## src/rtl/cpu_pkg.sv

```systemverilog
// Shared pipeline definitions for the five-stage MIPS core: default field
// widths, control-bundle bit positions and the all-zero bubble bundles.
package cpu_pkg;

  localparam int DATA_W_DEF  = 32;
  localparam int REG_W_DEF   = 5;
  localparam int ALUOP_W_DEF = 4;

  localparam int MEM_W = 3;
  localparam int WB_W  = 2;

  // EX bundle is {alu_src, alu_op, reg_dst}; alu_src position moves with ALUOP_W.
  localparam int EX_REG_DST   = 0;
  localparam int EX_ALUOP_LSB = 1;

  function automatic int ex_alu_src_pos(input int aluop_w);
    return aluop_w + 1;
  endfunction

  localparam int EX_ALU_SRC = ex_alu_src_pos(ALUOP_W_DEF);

  // MEM bundle is {branch, mem_write, mem_read}.
  localparam int MEM_BRANCH = 2;
  localparam int MEM_WRITE  = 1;
  localparam int MEM_READ   = 0;

  // WB bundle is {mem_to_reg, reg_write}.
  localparam int WB_MEM_TO_REG = 1;
  localparam int WB_REG_WRITE  = 0;

  localparam logic [MEM_W-1:0] MEM_BUBBLE = 3'b000;
  localparam logic [WB_W-1:0]  WB_BUBBLE  = 2'b00;

endpackage

```

## src/rtl/pipe_reg_en_clr.sv

```systemverilog
// Width-parameterised pipeline register: async active-low reset, synchronous
// clear (highest priority after reset), then enable-gated load.
module pipe_reg_en_clr #(
  parameter int W = 8
) (
  input  logic         clk,
  input  logic         rst_n,
  input  logic         en,
  input  logic         clr,
  input  logic [W-1:0] d,
  output logic [W-1:0] q
);

  // Storage: reset to zero, clear to zero, load on enable, otherwise hold.
  always_ff @(posedge clk or negedge rst_n) begin
    if (!rst_n) begin
      q <= {W{1'b0}};
    end else if (clr) begin
      q <= {W{1'b0}};
    end else if (en) begin
      q <= d;
    end else begin
      q <= q;
    end
  end

endmodule

```

## src/rtl/id_ex_pipe_reg.sv

```systemverilog
// ID/EX pipeline register with valid bit, stall/flush, load-use hazard
// detection with automatic bubble insertion, and saturating bubble/stall counters.
module id_ex_pipe_reg
  import cpu_pkg::*;
#(
  parameter int DATA_W  = DATA_W_DEF,
  parameter int REG_W   = REG_W_DEF,
  parameter int ALUOP_W = ALUOP_W_DEF,
  parameter int CNT_W   = 16
) (
  input  logic                 clk,
  input  logic                 rst_n,
  input  logic                 stall,
  input  logic                 flush,
  input  logic                 in_valid,
  input  logic [DATA_W-1:0]    in_pc4,
  input  logic [DATA_W-1:0]    in_rd1,
  input  logic [DATA_W-1:0]    in_rd2,
  input  logic [DATA_W-1:0]    in_imm,
  input  logic [REG_W-1:0]     in_rs,
  input  logic [REG_W-1:0]     in_rt,
  input  logic [REG_W-1:0]     in_rd,
  input  logic                 in_uses_rt,
  input  logic                 in_alu_src,
  input  logic                 in_reg_dst,
  input  logic                 in_branch,
  input  logic                 in_mem_write,
  input  logic                 in_mem_read,
  input  logic                 in_mem_to_reg,
  input  logic                 in_reg_write,
  input  logic [ALUOP_W-1:0]   in_alu_op,
  output logic                 out_valid,
  output logic [DATA_W-1:0]    out_pc4,
  output logic [DATA_W-1:0]    out_rd1,
  output logic [DATA_W-1:0]    out_rd2,
  output logic [DATA_W-1:0]    out_imm,
  output logic [REG_W-1:0]     out_rs,
  output logic [REG_W-1:0]     out_rt,
  output logic [REG_W-1:0]     out_rd,
  output logic [ALUOP_W+1:0]   out_ex,
  output logic [MEM_W-1:0]     out_mem,
  output logic [WB_W-1:0]      out_wb,
  output logic                 hazard_stall,
  output logic [CNT_W-1:0]     bubble_cnt,
  output logic [CNT_W-1:0]     stall_cnt
);

  localparam int EX_W     = ALUOP_W + 2;
  localparam int EX_SRC   = ex_alu_src_pos(ALUOP_W);
  localparam int CTRL_W   = 1 + EX_W + MEM_W + WB_W;
  localparam int DBUS_W   = 4 * DATA_W + 3 * REG_W;
  localparam logic [CNT_W-1:0] CNT_MAX = {CNT_W{1'b1}};
  localparam logic [CNT_W-1:0] CNT_ONE = {{(CNT_W-1){1'b0}}, 1'b1};

  logic [EX_W-1:0]   ex_d_s;
  logic [MEM_W-1:0]  mem_d_s;
  logic [WB_W-1:0]   wb_d_s;
  logic [CTRL_W-1:0] ctrl_d_s;
  logic [CTRL_W-1:0] ctrl_q_s;
  logic [DBUS_W-1:0] data_d_s;
  logic [DBUS_W-1:0] data_q_s;
  logic              rt_match_s;
  logic              hazard_s;
  logic              bubble_s;
  logic              stall_evt_s;
  logic [CNT_W-1:0]  bubble_cnt_r;
  logic [CNT_W-1:0]  stall_cnt_r;

  // Control bundles from decode; an invalid decode slot contributes no control.
  always_comb begin
    ex_d_s  = {EX_W{1'b0}};
    mem_d_s = MEM_BUBBLE;
    wb_d_s  = WB_BUBBLE;
    if (in_valid) begin
      ex_d_s[EX_SRC]                        = in_alu_src;
      ex_d_s[EX_ALUOP_LSB +: ALUOP_W]       = in_alu_op;
      ex_d_s[EX_REG_DST]                    = in_reg_dst;
      mem_d_s[MEM_BRANCH]                   = in_branch;
      mem_d_s[MEM_WRITE]                    = in_mem_write;
      mem_d_s[MEM_READ]                     = in_mem_read;
      wb_d_s[WB_MEM_TO_REG]                 = in_mem_to_reg;
      wb_d_s[WB_REG_WRITE]                  = in_reg_write;
    end else begin
      ex_d_s  = {EX_W{1'b0}};
      mem_d_s = MEM_BUBBLE;
      wb_d_s  = WB_BUBBLE;
    end
  end

  assign ctrl_d_s = {in_valid, ex_d_s, mem_d_s, wb_d_s};
  assign data_d_s = {in_pc4, in_rd1, in_rd2, in_imm, in_rs, in_rt, in_rd};

  // Load-use detection: a load in EX whose nonzero rt feeds the decode instruction.
  always_comb begin
    rt_match_s = (out_rt == in_rs) | (in_uses_rt & (out_rt == in_rt));
    hazard_s   = out_valid & out_mem[MEM_READ] & (out_rt != {REG_W{1'b0}})
               & in_valid & rt_match_s & ~flush;
  end

  assign hazard_stall = hazard_s;
  // Flush always bubbles; a hazard bubbles only once the downstream hold lifts.
  assign bubble_s     = flush | (~stall & hazard_s);
  assign stall_evt_s  = stall & ~flush;

  pipe_reg_en_clr #(.W(CTRL_W)) u_ctrl_reg (
    .clk   (clk),
    .rst_n (rst_n),
    .en    (~stall),
    .clr   (bubble_s),
    .d     (ctrl_d_s),
    .q     (ctrl_q_s)
  );

  pipe_reg_en_clr #(.W(DBUS_W)) u_data_reg (
    .clk   (clk),
    .rst_n (rst_n),
    .en    (~stall & ~bubble_s),
    .clr   (1'b0),
    .d     (data_d_s),
    .q     (data_q_s)
  );

  assign {out_valid, out_ex, out_mem, out_wb} = ctrl_q_s;
  assign {out_pc4, out_rd1, out_rd2, out_imm, out_rs, out_rt, out_rd} = data_q_s;

  // Saturating bubble and stall event counters.
  always_ff @(posedge clk or negedge rst_n) begin
    if (!rst_n) begin
      bubble_cnt_r <= {CNT_W{1'b0}};
      stall_cnt_r  <= {CNT_W{1'b0}};
    end else begin
      if (bubble_s && (bubble_cnt_r != CNT_MAX)) begin
        bubble_cnt_r <= bubble_cnt_r + CNT_ONE;
      end else begin
        bubble_cnt_r <= bubble_cnt_r;
      end
      if (stall_evt_s && (stall_cnt_r != CNT_MAX)) begin
        stall_cnt_r <= stall_cnt_r + CNT_ONE;
      end else begin
        stall_cnt_r <= stall_cnt_r;
      end
    end
  end

  assign bubble_cnt = bubble_cnt_r;
  assign stall_cnt  = stall_cnt_r;

endmodule

```

## config.mk

```make
export PLATFORM = sky130hd
export DESIGN_NAME = id_ex_pipe_reg
export DESIGN_NICKNAME = d
export VERILOG_FILES = /design/src/rtl/cpu_pkg.sv /design/src/rtl/pipe_reg_en_clr.sv /design/src/rtl/id_ex_pipe_reg.sv
export SDC_FILE = /design/constraint.sdc
export NUM_CORES = 1
export LEC_CHECK = 0
export ABC_AREA = 1
export CORE_UTILIZATION = 40
export DETAILED_ROUTE_END_ITERATION = 16
export HOLD_SLACK_MARGIN = 0.15
export PLACE_DENSITY = 0.8
export SETUP_SLACK_MARGIN = 0.2
export SYNTH_ARGS = -nofsm -noshare
export SYNTH_HDL_FRONTEND = slang
export SYNTH_SLANG_ARGS = --single-unit
```

## constraint.sdc

```tcl
create_clock -name clk -period 5.6 [get_ports clk]
set_input_delay 1.68 -clock clk [delete_from_list [all_inputs] [get_ports clk]]
set_output_delay 1.68 -clock clk [all_outputs]
set_load 0.02 [all_outputs]
```

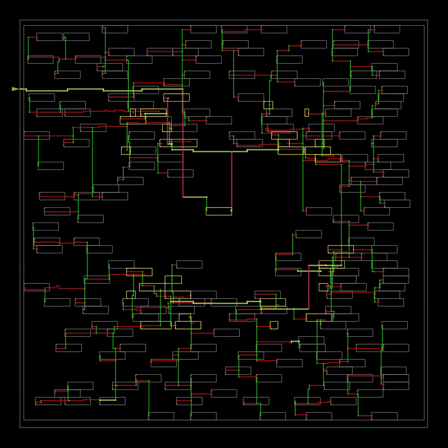
**Above:** run 1 (the clock network).
Seq cells: 187
number of clock buffers in the layout: 18
TritonCTS Sinks: 187

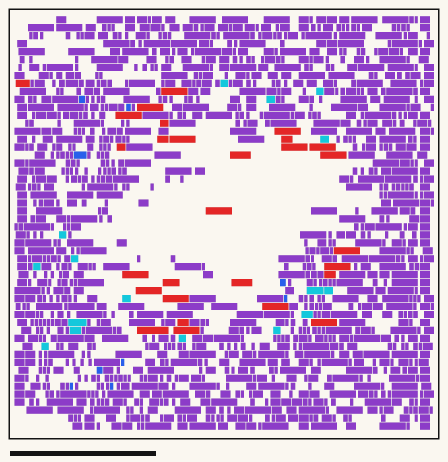
**Above:** run 1 (cell sizes after repair).
The bar under the picture is 50 um long.
purple -> x1 and smaller  # cells 1256, share 96%, most used clkdlybuf4s50_1
cyan -> x3 and x4  # cells 16, share 1.2%, most used buf_4
red -> x6 and larger  # cells 28, share 2.1%, most used clkbuf_16
blue -> x2  # cells 9, share 0.69%, most used inv_2

==> deck_impl_summary.md, run 1 <==
Key Metrics from the Run

Global routing
  – Antenna violations before repair: 0
  – Gr ovfl total: 0
  – Largest net degree at the start of global routing: 122
  – Global-route wire length before repair: ~36 mm
  – All-Layer GR Usage: 20.9%
  – Vias in the first global route: 6969

Clock tree
  – TritonCTS clock tree: built
  – Post-CTS Setup Bufs: 0
  – Number of gates resized after CTS: 0
  – Number of buffers inserted for hold repair after clock tree synthesis: 0
  – Buffer type at the clock tree root: clkbuf_16
  – Clock-pin slew of the registers on the worst-case setup and hold paths: 0.06 ns
  – H-tree Lvls: 4
  – Clk ins delay skew pair: roughly 0.43 ns
  – Total CTS buffers: 17
  – Maximum clock insertion buffer count: 2

Final timing
  – Headroom to the max-slew limit: 41.5%
  – Setup repair after global routing missed its margin: false
  – Period Utilization, post-route: 91.7%
  – Final worst path period need: 5.14 ns
  – Summed negative setup slack over all endpoints: 0 ns
  – Highest clock rate: 0.195 GHz
  – Final-report setup violation count: 0
  – Actual slew at the worst max-slew pin: 0.878 ns
  – Pins Over Slew Limit: 0
  – Final hold vios: 0
  – WHS: 0.484 ns
  – Max Clock Skew: 0.0261 ns

Die
  – Die Footprint: about 21000 sq um
  – IO Count: 348
  – Y dimension of the die: between 100 and 150 um
  – CORE AREA: 20300 sq um
  – Placement row count: 52
  – X dimension of the die: 146 um
  – Floorplan-stage core utilization: 40.9%

Yosys
  – Part of the Yosys area used for sequential elements: 56.3%
  – Chip area from the yosys synthesis statistics: 8310 sq um
  – AND/OR/NAND/NOR Cells, Area Fraction: 19.2%
  – Total of warnings raised by yosys: 0
  – Area fraction in full adders, half adders and majority gates: less than 1%
  – Dominant kind of combinational cell: simple AND/OR/NAND/NOR gates
  – Synthesized area per cell: 8.62 sq um
  – Flops & latches, synth: 187
  – Post-synthesis mux area share: 0%
  – Cell Area, Synth: ~8300 sq um
  – Area fraction in compound gates after synthesis: 8.92%
  – Synth Net Count: 1126
  – Xor+xnor area frac: 2.32%
  – Number of cells in the yosys synthesis report: 964
  – Number of distinct library cells after synthesis: 28
  – Count of mapped cells out of synthesis: 964

Place
  – Instance area at placement: ~12000 sq um
  – HPWL Detailed: 15.9 mm
  – Routability congestion estimate: between 0.8 and 0.9
  – Placed insts: 1547
  – Number of buffer cells added on primary ports: 347

Critical path
  – Cell chain of the critical path: clkdlybuf4s50_1 > inv_1 > nand2_1 > nand2_1 > nor2_1 > nand3_1 > nand2_2 > nand2_4 > inv_1 > clkdlybuf4s50_1
  – Critical Path AT: 3.46 ns
  – Number of buffer and inverter instances along the worst setup path: 4
  – CP Launch Point: in_rs[0]
  – Critical Path Source Type: input pin
  – Crit end category: output pin
  – Category of cells accounting for the largest share of critical-path delay: buffers and inverters
  – Reg2Reg Launch Point: u_data_reg.q[5]
  – Critical Path RT: 3.92 ns
  – Critical Path Fanout Max: 14
  – Library cell contributing the largest single delay on the critical path: clkdlybuf4s50_1
  – Critical path type: in -> out
  – CP peak stage delay: 0.61 ns

Detailed routing
  – Antenna viol nets, final: 0
  – Number of vias in the routed layout: 7249
  – DRC Markers: 0
  – Total iterations of the first detailed-routing run: 4
  – Iteration-0 DRC count of the detailed router: 339
  – WL per Instance: 13.8 um
  – Detailed-route wire length: roughly 22 mm
  – Number of vias per cell: 4.59

Worst hold path
  – Path class of the lowest-slack min-delay path: reg -> reg
  – Hold Crit Start: u_data_reg.q[127]

Layout
  – Fillers: 1719
  – Ratio of cells with drive above 1 in the final layout: 4.05%
  – Layout Area Growth over Synthesis: 49.5%
  – Non-Filler Cell Area, Final: 12400 sq um
  – Final Net Count: 1458
  – Filler-free cell count of the finished design: 1579
  – Antenna Diode Count: 0

Pwr
  – PwrDens: about 310 nW/um^2
  – Max rail drop VDD: roughly 0.19 mV
  – Leakage power summed over all cells: approximately 6.1 nW
  – Overall power of the completed layout: 0.00385 W

Job
  – OpenROAD warning count: 30
  – # Max-Cap Violations: 0

Run status
  – Outcome: finished clean
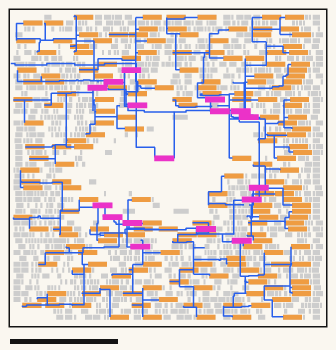
**Above:** run 1 (clock wires, drivers and flops).
The bar under the picture is 50 um long.
orange -> flip-flops  # count 187
magenta -> clock-net drivers  # count 17
blue -> clock wires  # length 2300 um
flops lie = all over the die

## run 1: cells in the final DEF, fill, tap and decap left out, types with 2 or more instances in the layout
master           synthesis  layout
nand3_1                 20      20
inv_8                    0       4
inv_6                    0       2
nor3_1                   8       8
clkdlybuf4s50_1          0     346
nand2_2                  2       2
inv_2                    4       4
nand4_1                 35      35
inv_1                  182     182
xnor2_1                  9       9
buf_12                   0       2
clkinv_4                 0       4
buf_4                    1       7
ha_1                     2       2
clkbuf_16                0      17
xor2_1                  13      13
dfrtp_1                187     187
nand2_1                279     279
o21ai_0                 53      53
o21ai_1                 94      94
nor2_1                  26      26
## run 1: sequential cells by signal, indices dropped and copies added (netlist names)
name / cells
u_ctrl_reg.q: 12
u_data_reg.q: 143
stall_cnt: 16
bubble_cnt: 16
## run 1: cell usage after synthesis, drive strengths merged
master | instances | area (sq um)
nor3 | 9 | 56.3
xor2 | 13 | 114
clkbuf | 13 | 58.8
nor2 | 28 | 115
buf | 30 | 322
inv | 186 | 698
xnor2 | 9 | 78.8
dfrtp | 187 | 4680
a21oi | 1 | 5.00
nand2 | 282 | 1070
nand4 | 36 | 231
ha | 2 | 25.0
o21ai | 147 | 736
nand3 | 21 | 118
## run 1: logic make-up after synthesis
family | after synthesis
compound gates | 148
xor+xnor | 22
fa+ha+maj | 2
buf+inv | 229
flops | 187
simple gates | 376
## run 1: area by class of cell
class | count | area [sq um] | area share (%)
clock inverters | 14 | 156 | 1.26
well taps | 270 | 338 | 2.72
flip-flops and latches | 187 | 4680 | 37.7
repair buffers | 356 | 3570 | 28.7
multi-input cells | 548 | 2550 | 20.5
clock buffers | 18 | 429 | 3.46
inverters | 186 | 698 | 5.62
## run 1: report_power, final
part	switching, W	internal, W
logic	0.000515	0.000491
registers	0.000125	0.00152
clock network	0.000565	0.000635
## run 1: worst min-delay path, cell delays in order (launching register included)
cell	delay (ns)
dfrtp_1	0.34
nand2_1	0.05
o21ai_0	0.06
## run 1: stage by stage
step,setup slack (ns),utilization (%)
5_1_grt,0.347,61.2
3_3_place_gp,0.503,58.3
6_report,0.462,61.2
2_1_floorplan,1.39,-
4_1_cts,0.460,61.2
3_5_place_dp,0.473,58.3
## run 1: path summary, 6_finish.rpt
check | depth (start not counted) | slack [ns] | to
setup / recovery | 10 | 0.46 | hazard_stall
hold / removal | 2 | 0.48 | u_data_reg.q[127]
setup reg to reg | 10 | 3.17 | u_data_reg.q[122]
hold reg to reg | 2 | 0.48 | u_data_reg.q[127]
max in group asynchronous | 2 | 3.28 | stall_cnt[11]
min in group asynchronous | 1 | 1.36 | u_data_reg.q[125]
## run 1: metal layers
metal / up-vias / global-route usage [%] / part of all wire, %
met1: 3330 / 25.9 / 42
met4: 0 / 6.30 / 1.9
met2: 259 / 35.4 / 49
li1: 3631 / - / -
met3: 29 / 6.16 / 7.0
met5: - / 0 / 0
**Run 1: zoomed window**

Region (95, 22) to (125, 52) um. Cells in gray, sequential cells in the stronger gray; small squares are vias.
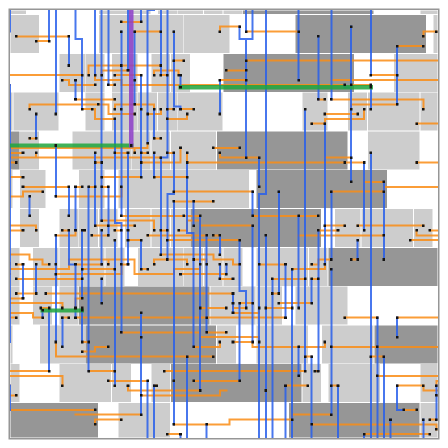

==> run 2, diff against run 1 <==
--- a/config.mk
+++ b/config.mk
@@ -8,9 +8,11 @@
 export ABC_AREA = 1
 export CORE_UTILIZATION = 40
 export DETAILED_ROUTE_END_ITERATION = 16
+export GPL_TIMING_DRIVEN = 0
 export HOLD_SLACK_MARGIN = 0.15
 export PLACE_DENSITY = 0.8
 export SETUP_SLACK_MARGIN = 0.2
+export SKIP_CTS_REPAIR_TIMING = 1
 export SYNTH_ARGS = -nofsm -noshare
 export SYNTH_HDL_FRONTEND = slang
 export SYNTH_SLANG_ARGS = --single-unit
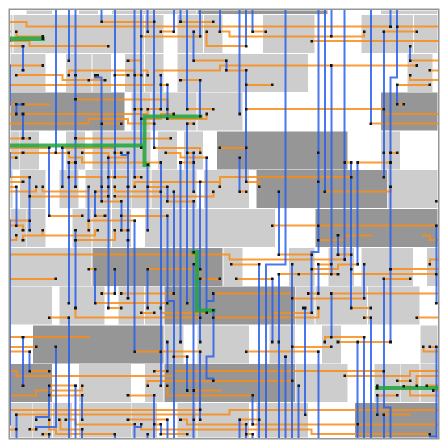
**Above:** run 2 (zoomed window).
Region (95, 22) to (125, 52) um. Cells in gray, sequential cells in the stronger gray; small squares are vias.
green -> M3
blue -> M2
orange -> M1
cells with their middle in the window = 76
most frequent = nand2_1 (17), clkdlybuf4s50_1 (13), dfrtp_1 (9)
sequential cells in the window = 9
netlist names of flops here include = stall_cnt (6), u_data_reg.q (3)

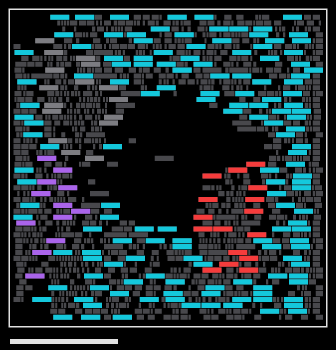
**Above:** run 2 (sequential cells colored by netlist name).
The bar under the picture is 50 um long.
cyan -> u_data_reg.q  # sequential cells 143, where all over the die
red -> stall_cnt  # sequential cells 16
purple -> u_ctrl_reg.q  # sequential cells 12

==> deck_impl_summary.md, run 2 <==
Key Metrics from the Run

Run status
  – Outcome: finished clean

Layout
  – Ratio of cells with drive above 1 in the final layout: 5.73%
  – Commonest non-fill, non-tap cells in the layout: 345 x clkdlybuf4s50_1, 279 x nand2_1, 187 x dfrtp_1, 182 x inv_1, 94 x o21ai_1
  – Register ranked first by flip-flop count: u_data_reg.q
  – Non-Filler Cell Area, Final: approximately 13000 sq um
  – Flip-flop count of the largest register, all copies and words added: 143
  – Post-Route Utilization: 62.9%
  – Top cell excl fill/tap: clkdlybuf4s50_1
  – Antenna Diode Count: 0
  – Layout Area Growth over Synthesis: 53.6%

Global routing
  – Global-route wire length before repair: 39.1 mm
  – Largest net degree at the start of global routing: roughly 110
  – Gr ovfl total: 0
  – All-Layer GR Usage: a little under a quarter

Critical path
  – Critical path type: in -> out
  – Critical Path RT: 3.92 ns
  – Critical Path AT: 3.24 ns
  – CP peak stage delay: 0.49 ns
  – Critical Path Source Type: input pin
  – Library cell contributing the largest single delay on the critical path: clkdlybuf4s50_1
  – Critical Path Fanout Max: 10
  – Crit end category: output pin

Yosys
  – Number of cells in the yosys synthesis report: just under 1000
  – Cell type with the largest total area: dfrtp_1
  – Most used standard cells in the synthesized netlist: 279 x nand2_1, 187 x dfrtp_1, 182 x inv_1
  – Chip area from the yosys synthesis statistics: 8310 sq um
  – Flops & latches, synth: roughly 190
  – Count of mapped cells out of synthesis: approximately 960
  – Part of the Yosys area used for sequential elements: between 50% and 60%
  – Commonest register cell after synthesis: dfrtp_1
  – Synth top area share: a little under three fifths
  – Cell Area, Synth: between 8000 and 9000 sq um
  – Total of warnings raised by yosys: 0
  – Post-synth tally of flip-flops with integrated enable: 0
  – Post-synth ARST share: 100%
  – Synth Net Count: between 1000 and 1500

Detailed routing
  – Antenna viol nets, final: 0
  – Iteration-0 DRC count of the detailed router: 414
  – DRC Markers: 0
  – Total iterations of the first detailed-routing run: 4
  – Number of vias in the routed layout: 7587
  – WL per Instance: about 15 um
  – Number of vias per cell: 4.70
  – Detailed-route wire length: 24.3 mm

Place
  – Placed insts: 1582
  – Instance area at placement: 12200 sq um
  – Number of buffer cells added on primary ports: between 300 and 400
  – HPWL Detailed: approximately 18 mm
  – Routability congestion estimate: 0.881

Final timing
  – WHS: 0.487 ns
  – Max Clock Skew: roughly 0.017 ns
  – Actual slew at the worst max-slew pin: 0.826 ns
  – Setup repair after global routing missed its margin: false
  – Headroom to the max-slew limit: 44.9%
  – Final hold vios: 0
  – Period Utilization, post-route: 87.9%
  – Highest clock rate: 0.203 GHz
  – Final-report setup violation count: 0
  – Final worst path period need: 4.92 ns

Job
  – # Max-Cap Violations: 0
  – OpenROAD warning count: 28

Clock tree
  – Maximum clock insertion buffer count: 2
  – TritonCTS clock tree: built
  – TritonCTS Sinks: 187
  – Buffer type at the clock tree root: clkbuf_16

Die
  – X dimension of the die: 146 um
  – CORE AREA: slightly above 20000 sq um
  – Y dimension of the die: 146 um
  – Floorplan-stage core utilization: between 40% and 50%
  – IO Count: ~350
  – Die Footprint: 21300 sq um
  – Placement row count: 52

Pwr
  – Max rail drop VDD: 0.214 mV
  – Leakage power summed over all cells: ~6.3 nW
  – PwrDens: 310 nW/um^2

Worst hold path
  – Path class of the lowest-slack min-delay path: reg -> reg
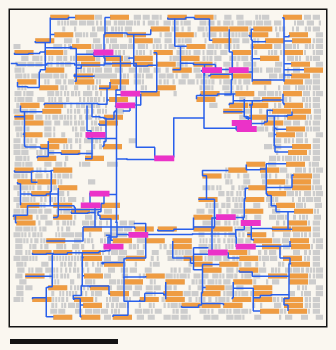
**Above:** run 2 (clock wires, drivers and flops).
The bar under the picture is 50 um long.
blue -> clock wires  # length 2380 um
magenta -> clock-net drivers  # count 17
orange -> flip-flops  # count 187
flops lie = all over the die
routed clock nets = 18

run 2: cell types whose count changed in the layout (fill, tap and decap cells not counted), moves of 2 or more:
| cell | change |
|---|---|
| buf_6 | +24 |
| clkbuf_1 | +10 |
| buf_4 | -6 |
| inv_6 | +4 |
| buf_8 | +3 |
| clkinv_4 | -3 |
| buf_12 | -2 |
| buf_2 | +2 |
run 2: kinds of logic after synthesis:
group,after synthesis,share of synthesized area [%]
compound gates,148,8.92
xor+xnor,22,2.32
fa+ha+maj,2,0.301
buf+inv,229,13.0
flops,187,56.3
simple gates,376,19.2
run 2: metrics by stage:
step / setup TNS, ns / setup WS (ns)
floorplan: 0 / 1.39
global placement: -936.13 / -5.02
detailed placement: 0 / 0.276
CTS: 0 / 0.254
global route: 0 / 0.549
finish: 0 / 0.678
run 2: routing by layer:
layer | global-route usage, % | vias to the layer above | share of wire (%)
li1 | - | 3706 | -
met1 | 27.7 | 3585 | 41
met2 | 40.5 | 263 | 49
met3 | 6.97 | 33 | 7.7
met4 | 6.77 | 0 | 1.8
met5 | 0 | - | 0
run 2: cell type report:
cell class	count	area [sq um]
Fill cell	1711	7540
Sequential cell	187	4680
Timing Repair Buffer	348	3510
Multi-Input combinational cell	548	2550
Inverter	186	698
Clock buffer	18	439
Buffer	43	382
Tap cell	270	338
Clock inverter	14	168
run 2: critical path, delay by kind of cell:
family                 cells  cell delay [ns]
buffers and inverters      5             1.07
and+or+nand+nor            6             0.49
run 2: where the power goes:
| part | switching [W] | internal [W] | leakage [nW] | total [W] |
|---|---|---|---|---|
| Combinational | 0.000534 | 0.000511 | 3.68 | 0.00104 |
| Clock | 0.000578 | 0.000689 | 0.298 | 0.00127 |
| Sequential | 0.000126 | 0.00152 | 2.35 | 0.00164 |
| Total | 0.00124 | 0.00272 | 6.33 | 0.00396 |
run 2: worst paths after layout:
path	from	end	slack (ns)	cells past startpoint
min in group asynchronous	rst_n	u_data_reg.q[129]	1.30	1
worst min-delay path	u_data_reg.q[131]	u_data_reg.q[131]	0.49	2
max in group asynchronous	rst_n	u_data_reg.q[66]	3.41	2
worst min register to register	u_data_reg.q[131]	u_data_reg.q[131]	0.49	2
worst max register to register	u_data_reg.q[5]	u_data_reg.q[128]	3.53	10
worst max-delay path	in_rt[4]	hazard_stall	0.68	11
**Run 2: cell sizes after repair**

The bar under the picture is 50 um long.
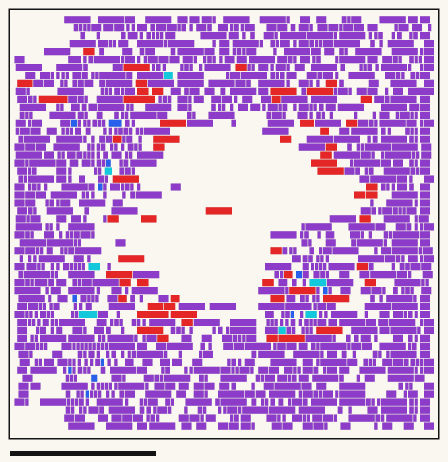

==> run 3, diff against run 2 <==
--- a/config.mk
+++ b/config.mk
@@ -6,11 +6,11 @@
 export NUM_CORES = 1
 export LEC_CHECK = 0
 export ABC_AREA = 1
-export CORE_UTILIZATION = 40
+export CORE_UTILIZATION = 35
 export DETAILED_ROUTE_END_ITERATION = 16
 export GPL_TIMING_DRIVEN = 0
 export HOLD_SLACK_MARGIN = 0.15
-export PLACE_DENSITY = 0.8
+export PLACE_DENSITY = 0.72
 export SETUP_SLACK_MARGIN = 0.2
 export SKIP_CTS_REPAIR_TIMING = 1
 export SYNTH_ARGS = -nofsm -noshare
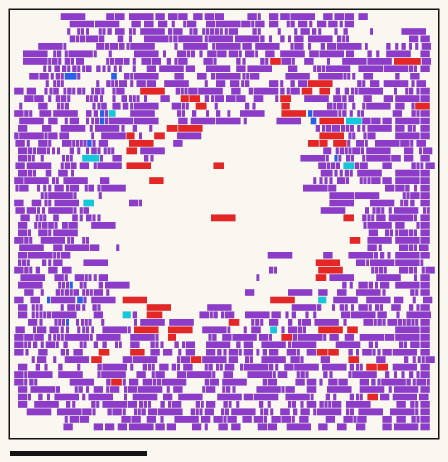
**Above:** run 3 (cell sizes after repair).
The bar under the picture is 50 um long.
cyan -> x3 and x4  # cells 8, share 0.60%, most used clkinv_4
blue -> x2  # cells 12, share 0.89%, most used inv_2
purple -> x1 and smaller  # cells 1269, share 94%, most used clkdlybuf4s50_1
red -> x6 and larger  # cells 55, share 4.1%, most used buf_6

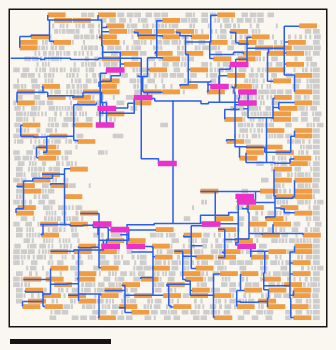
**Above:** run 3 (clock wires, drivers and flops).
The bar under the picture is 50 um long.
magenta -> clock-net drivers  # count 17
orange -> flip-flops  # count 187
blue -> clock wires  # length 2340 um
flops lie = all over the die

==> deck_impl_summary.md, run 3 <==
Key Metrics from the Run

Final timing
  – Max Clock Skew: 0.0115 ns
  – Highest clock rate: 0.204 GHz
  – Final-report setup violation count: 0
  – Headroom to the max-slew limit: between 50% and 60%
  – Actual slew at the worst max-slew pin: a little over 0.6 ns
  – Setup repair after global routing missed its margin: false
  – Final hold vios: 0
  – Final setup slack of the worst path: just under 0.7 ns
  – Period Utilization, post-route: 87.6%
  – Summed negative setup slack over all endpoints: 0 ns
  – Final worst path period need: 4.91 ns
  – Pins Over Slew Limit: 0

Die
  – X dimension of the die: 156 um
  – Placement row count: 56
  – Y dimension of the die: 156 um
  – CORE AREA: 23400 sq um
  – IO Count: between 300 and 400
  – Floorplan-stage core utilization: 35.5%
  – Die Footprint: roughly 24000 sq um

Yosys
  – Total of warnings raised by yosys: 0
  – Cell Area, Synth: 8310 sq um
  – Synth Net Count: 1126
  – AND/OR/NAND/NOR Cells, Area Fraction: 19.2%
  – Count of mapped cells out of synthesis: 964
  – Area fraction in full adders, half adders and majority gates: less than 1%
  – Part of the Yosys area used for sequential elements: 56.3%
  – Commonest register cell after synthesis: dfrtp_1
  – Post-synthesis mux area share: 0%
  – Number of cells in the yosys synthesis report: 964
  – Chip area from the yosys synthesis statistics: 8310 sq um
  – Xor+xnor area frac: 2.32%
  – Dominant kind of combinational cell: simple AND/OR/NAND/NOR gates
  – Synth top area share: 56.3%
  – Synth top area cells: dfrtp_1 56%, nand2_1 13%, inv_1 8.2%, o21ai_1 5.7%, buf_6 3.3%
  – Synthesized area per cell: 8.62 sq um
  – Number of distinct library cells after synthesis: 28
  – Post-synth tally of flip-flops with integrated enable: 0
  – Area fraction in compound gates after synthesis: 8.92%
  – Flops & latches, synth: 187
  – Synth top cell by count: nand2_1
  – Post-synth ARST share: 100%
  – Cell type with the largest total area: dfrtp_1
  – Most used standard cells in the synthesized netlist: 279 x nand2_1, 187 x dfrtp_1, 182 x inv_1

Worst hold path
  – Path class of the lowest-slack min-delay path: reg -> reg
  – Hold Crit Start: u_data_reg.q[2]

Critical path
  – CP Launch Point: in_rt[1]
  – Critical Path Source Type: input pin
  – Critical Path Fanout Max: 10
  – Reg2Reg Launch Point: bubble_cnt[0]
  – Library cell contributing the largest single delay on the critical path: clkdlybuf4s50_1
  – CP peak stage delay: 0.49 ns
  – Crit end category: output pin
  – Cell chain of the critical path: clkdlybuf4s50_1 > inv_1 > nand2_1 > nand2_1 > nor2_1 > nand3_1 > nand2_2 > nand2_4 > clkbuf_2 > inv_1 > dlymetal6s2s_1
  – Critical Path AT: 3.23 ns
  – Critical Path RT: 3.92 ns
  – Critical path type: in -> out

Global routing
  – Antenna violations before repair: 0
  – Gr ovfl total: 0
  – Largest net degree at the start of global routing: 110
  – Global-route wire length before repair: approximately 38 mm
  – All-Layer GR Usage: 19.8%
  – Vias in the first global route: 7395

Layout
  – Footprint of the multi-input gates: 2550 sq um
  – Top cell excl fill/tap: clkdlybuf4s50_1
  – Final Net Count: 1493
  – Post-Route Utilization: 54.6%
  – Ratio of cells with drive above 1 in the final layout: 5.58%
  – Flip-flop count of the largest register, all copies and words added: 143
  – Flip-flop and latch area: 4680 sq um
  – Antenna Diode Count: 0
  – Layout Area Growth over Synthesis: 53.7%
  – Register ranked first by flip-flop count: u_data_reg.q
  – Fillers: between 2000 and 2500
  – Commonest non-fill, non-tap cells in the layout: 345 x clkdlybuf4s50_1, 279 x nand2_1, 187 x dfrtp_1, 182 x inv_1, 94 x o21ai_1

Place
  – Routability congestion estimate: between 0.8 and 0.9
  – Number of buffer cells added on primary ports: 347
  – HPWL Detailed: 17.9 mm
  – Pre-CTS setup slack: 0.231 ns

Run status
  – Outcome: finished clean

Detailed routing
  – WL per Instance: 14.2 um
  – Antenna viol nets, final: 0
  – Number of vias in the routed layout: about 7400
  – Number of vias per cell: 4.48
  – Iteration-0 DRC count of the detailed router: 315
  – DRC Markers: 0
  – Total iterations of the first detailed-routing run: 7
  – Detailed-route wire length: 23.7 mm

Clock tree
  – Buffer type at the clock tree root: clkbuf_16
  – Clk ins delay skew pair: 0.43 ns
  – Maximum clock insertion buffer count: 2
  – Clock-pin slew of the registers on the worst-case setup and hold paths: 0.08 ns
  – Total CTS buffers: 17
  – TritonCTS Sinks: 187
  – TritonCTS clock tree: built
  – H-tree Lvls: 4

Pwr
  – Max rail drop VDD: 0.164 mV
  – Overall power of the completed layout: 0.00383 W
  – PwrDens: 300 nW/um^2
  – Leakage power summed over all cells: 6.30 nW

Job
  – OpenROAD warning count: 28
  – # Max-Cap Violations: 0
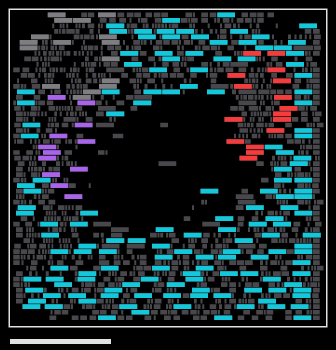
**Above:** run 3 (sequential cells colored by netlist name).
The bar under the picture is 50 um long.
purple -> u_ctrl_reg.q  # sequential cells 12, where west
red -> stall_cnt  # sequential cells 16
cyan -> u_data_reg.q  # sequential cells 143, where all over the die

==> run 3: logic make-up after synthesis <==
kind of cell / count (synthesis)
adder cells (fa/ha/maj): 2
buffers and inverters: 229
AND-OR/OR-AND: 148
flip-flops: 187
XOR/XNOR: 22
AND/OR/NAND/NOR: 376
==> run 3: worst max-delay path: cells and delay by family <==
family | cells | cell delay [ns]
simple gates | 6 | 0.49
buf+inv | 5 | 1.08
==> run 3: area by class of cell <==
| class | count | area share [%] |
|---|---|---|
| inverters | 186 | 5.47 |
| flip-flops and latches | 187 | 36.6 |
| well taps | 319 | 3.12 |
| plain buffers | 43 | 2.99 |
| repair buffers | 348 | 27.5 |
| multi-input cells | 548 | 20.0 |
| clock inverters | 13 | 0.970 |
| clock buffers | 19 | 3.39 |
==> run 3: path summary, 6_finish.rpt <==
| kind | depth (start not counted) | to | slack [ns] |
|---|---|---|---|
| setup / recovery | 11 | hazard_stall | 0.69 |
| hold / removal | 2 | u_data_reg.q[2] | 0.49 |
| setup reg to reg | 7 | bubble_cnt[3] | 3.72 |
| hold reg to reg | 2 | u_data_reg.q[2] | 0.49 |
| max in group asynchronous | 2 | u_data_reg.q[12] | 3.41 |
| min in group asynchronous | 1 | u_data_reg.q[81] | 1.23 |
==> run 3: per-stage QoR <==
| step | cells | hold slack [ns] | area, sq um |
|---|---|---|---|
| global route | 1663 | 0.509 | 12800 |
| finish | 1663 | 0.489 | 12800 |
| CTS | 1663 | 0.490 | 12800 |
| global placement | 1630 | 0.464 | 12200 |
| floorplan | 964 | 0.586 | 8310 |
| detailed placement | 1631 | 0.472 | 12200 |
==> run 3: per-layer routing <==
layer / GRT usage, % / vias up / routed length, um
li1: - / 3712 / -
met3: 6.72 / 33 / 1900
met5: 0 / - / 0
met2: 33.7 / 239 / 11400
met1: 23.2 / 3459 / 9850
met4: 6.72 / 0 / 504
==> run 3: power breakdown <==
part / leakage (nW) / switching, W / total, W / internal [W]
registers: 2.35 / 0.000128 / 0.00165 / 0.00152
logic: 3.68 / 0.000524 / 0.00103 / 0.000510
clock network: 0.272 / 0.000562 / 0.00115 / 0.000590
total: 6.30 / 0.00121 / 0.00383 / 0.00262
Power figures rest on the tool's default switching activity, not on a simulated workload.
